run_1/met1.png
Supply wires on this layer in grey.
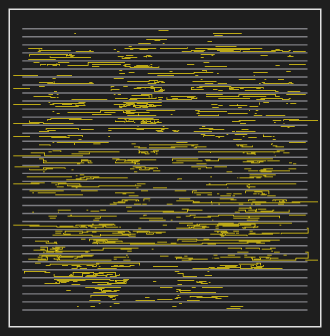
run_1/zoom.png
Scale bar: 10 um. Window x 38 to 68, y 38 to 68 um. Cells in grey, sequential cells in the stronger grey; small squares are vias.
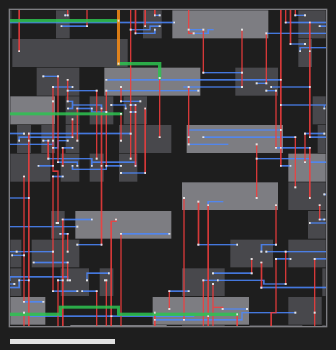
run_1/port_nets.png
Scale bar: 20 um.
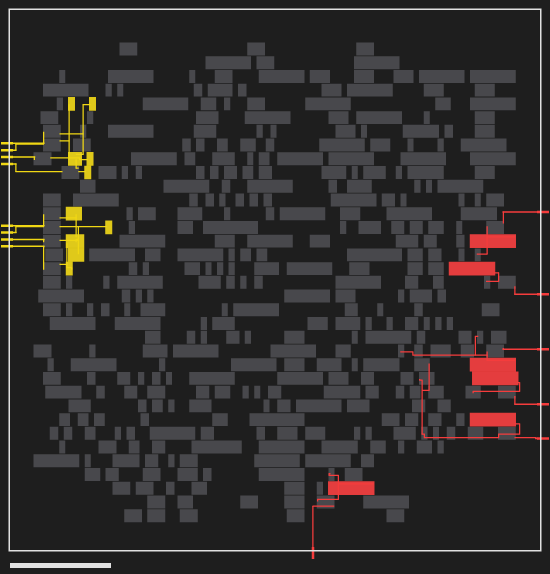
Design weather_sensor_conditioner, sky130hd; sources not shown.
==> results.ini, run 1 <==
[pwr]
power_mw=3.92
p_leak_nw=1.86
p_int_mw=2.50
ir_worst_vdd_uv=311

[final_timing]
fin_crit_ns=2.89
tns_ns=0
rsz0062_at_grt=no
finalSetupViolations=0
worst_hold_slack_ns=0.459

[logic_synthesis]
top_cells_by_area=dfrtp_1 46%, mux2_2 8.9%, ha_1 5.1%
compound_area_frac=0.154
netlist_area_um2=3180
ys_cells=310
syn_nets=355

[global_routing]
grt.met2_usage=0.213
busiest_layer=met2

[worst_setup_path]
worst-r2r-cell-count=10
crit_slowest_cell=fa_1
cp.depth=10

[placed_design]
dp_cells=467
placed_area_um2=3800

[clocking]
clkSinkCount=58

[cells_and_area]
post-route-util=0.447
area_dominant_class=combinational gates
num-clock-buffers=9
antennaDiodeCount=0
seq_cell_count=58
final_layout_size_suffix_gt1_frac=0.212
logic_gates=199
clock_cell_area_share=0.0606

[status]
status=complete, no violations

[worst_hold_path]
whs_path_depth=1

[drt]
met2_wirelength_mm=3.12
met3_length_um=307
drtIter0Drc=74

[floorplan]
core_um2=9200
die_h_um=107

Back to the opening pictures, met1.png:
main direction: horizontal
share of all routed wire: 49%
nets with wire on the layer: 375
longest straight run: 36.3 um
Vias: 2393
M1 GR Usage: 0.167
Total Wirelength: 6.81 mm

Back to the opening pictures, zoom.png:
legend:
  met3:
    colour: green
  met1:
    colour: blue
  met2:
    colour: red
  met4:
    colour: orange
sequential cells in the window: 6
cells with their middle in the window: 36
most frequent: mux2_2 (6), dfrtp_1 (6), nand2_1 (5)

Back to the opening pictures, port_nets.png:
legend:
  `wind`:
    colour: red
    direction: output
    edge: 5 east, 1 south
    end_cells: 6
    buffers: 6
    wire: 164 um
  `raw_temp`:
    colour: yellow
    direction: input
    edge: west
    end_cells: 10
    buffers: 8
    wire: 141 um
number of port buffers: 44
I/O pin cnt: 46

==> run 2, diff against run 1 <==
CORE_AREA = 4 4 92 94   (was 4 4 101 103)
DIE_AREA = 0 0 96 98   (was 0 0 105 107)
==> results.ini, run 2 <==
[pwr]
p_int_mw=2.57  ; +2.6%
p_leak_nw=1.89  ; +1.8%
power_mw=3.97  ; +1.2%
p_per_area_nw_per_um2=955
p_comb_mw=1.92
seqPwrFrac=0.286
power.switching_mw=1.40
ir_worst_vdd_uv=310  ; -0.48%

[placed_design]
dp_hpwl_mm=4.79
dp_cells=462  ; -1.1%
portBuffers=44  ; unchanged
placed_area_um2=3820  ; +0.49%

[cells_and_area]
largest_reg_flops=24
clock_cell_area_share=0.0605  ; about the same
logic_gates=199  ; unchanged
num-clock-buffers=11  ; +2
seq_cell_count=58  ; unchanged
seq_share=0.349
post-route-util=0.543  ; +0.0963
area_dominant_class=combinational gates
final_layout_size_suffix_gt1_frac=0.228  ; +0.0158

[clocking]
clkSinkCount=58  ; unchanged

[logic_synthesis]
adder_share=0.0890
compound_area_frac=0.154  ; unchanged
ys_cells=310  ; unchanged
simple_gate_share=0.121
netlist_area_um2=3180  ; unchanged
syn_nets=355  ; unchanged
top_area_frac=0.457
top_cells_by_area=dfrtp_1 46%, mux2_2 8.9%, ha_1 5.1%

[floorplan]
io_pins=46  ; unchanged
die_h_um=98  ; -8.4%
core_um2=7650  ; -17%

[drt]
met2_wirelength_mm=3.30  ; +5.6%
wl_met1_mm=3.29
num_vias=2410  ; +0.71%
totalWireLength_mm=6.94  ; +1.9%
drtIter0Drc=49  ; -34%

[final_timing]
fin_crit_ns=2.91  ; +0.0233 ns
worst_hold_slack_ns=0.481  ; +0.0212 ns
rsz0062_at_grt=no
tns_ns=0  ; unchanged

[worst_setup_path]
crit_family=buffers and inverters
cp.depth=11  ; +1
worst-r2r-cell-count=10  ; unchanged
start_kind=input port

[worst_hold_path]
min_path_type=reg -> reg
whs_path_depth=2  ; +1

[global_routing]
grt_pass1_wl_mm=11.9
grt.met2_usage=0.254  ; +0.0407
busiest_layer=met2
grt_use_met1=0.211  ; +0.0448

[status]
status=complete, no violations

run_2/final_clocks.png
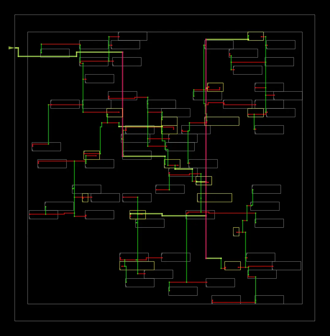
Clock Skew: 0.0102 ns
number of CTS-inserted buffers: 9
worst skew pair latency: 0.34 ns

run_2/zoom.png
Scale bar: 10 um. Window x 33 to 63, y 34 to 64 um. Cells in grey, sequential cells in the stronger grey; small squares are vias.
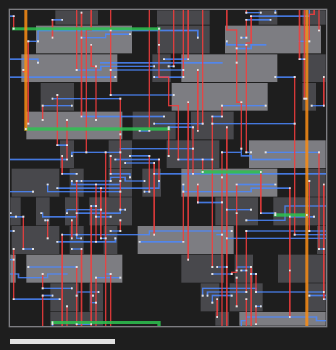
legend:
  met2:
    colour: red
  met3:
    colour: green
  met1:
    colour: blue
  met4:
    colour: orange
cells with their middle in the window: 46
most frequent: dfrtp_1 (11), mux2_2 (6), clkbuf_8 (5)
sequential cells in the window: 11

run_2/port_nets.png
Scale bar: 20 um.
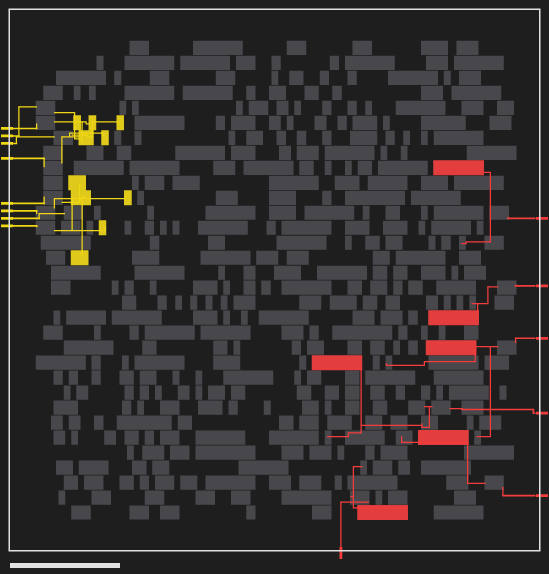
legend:
  `wind`:
    colour: red
    direction: output
    edge: 5 east, 1 south
    end_cells: 6
    buffers: 6
    wire: 201 um
  `raw_temp`:
    colour: yellow
    direction: input
    edge: west
    end_cells: 10
    buffers: 8
    wire: 154 um

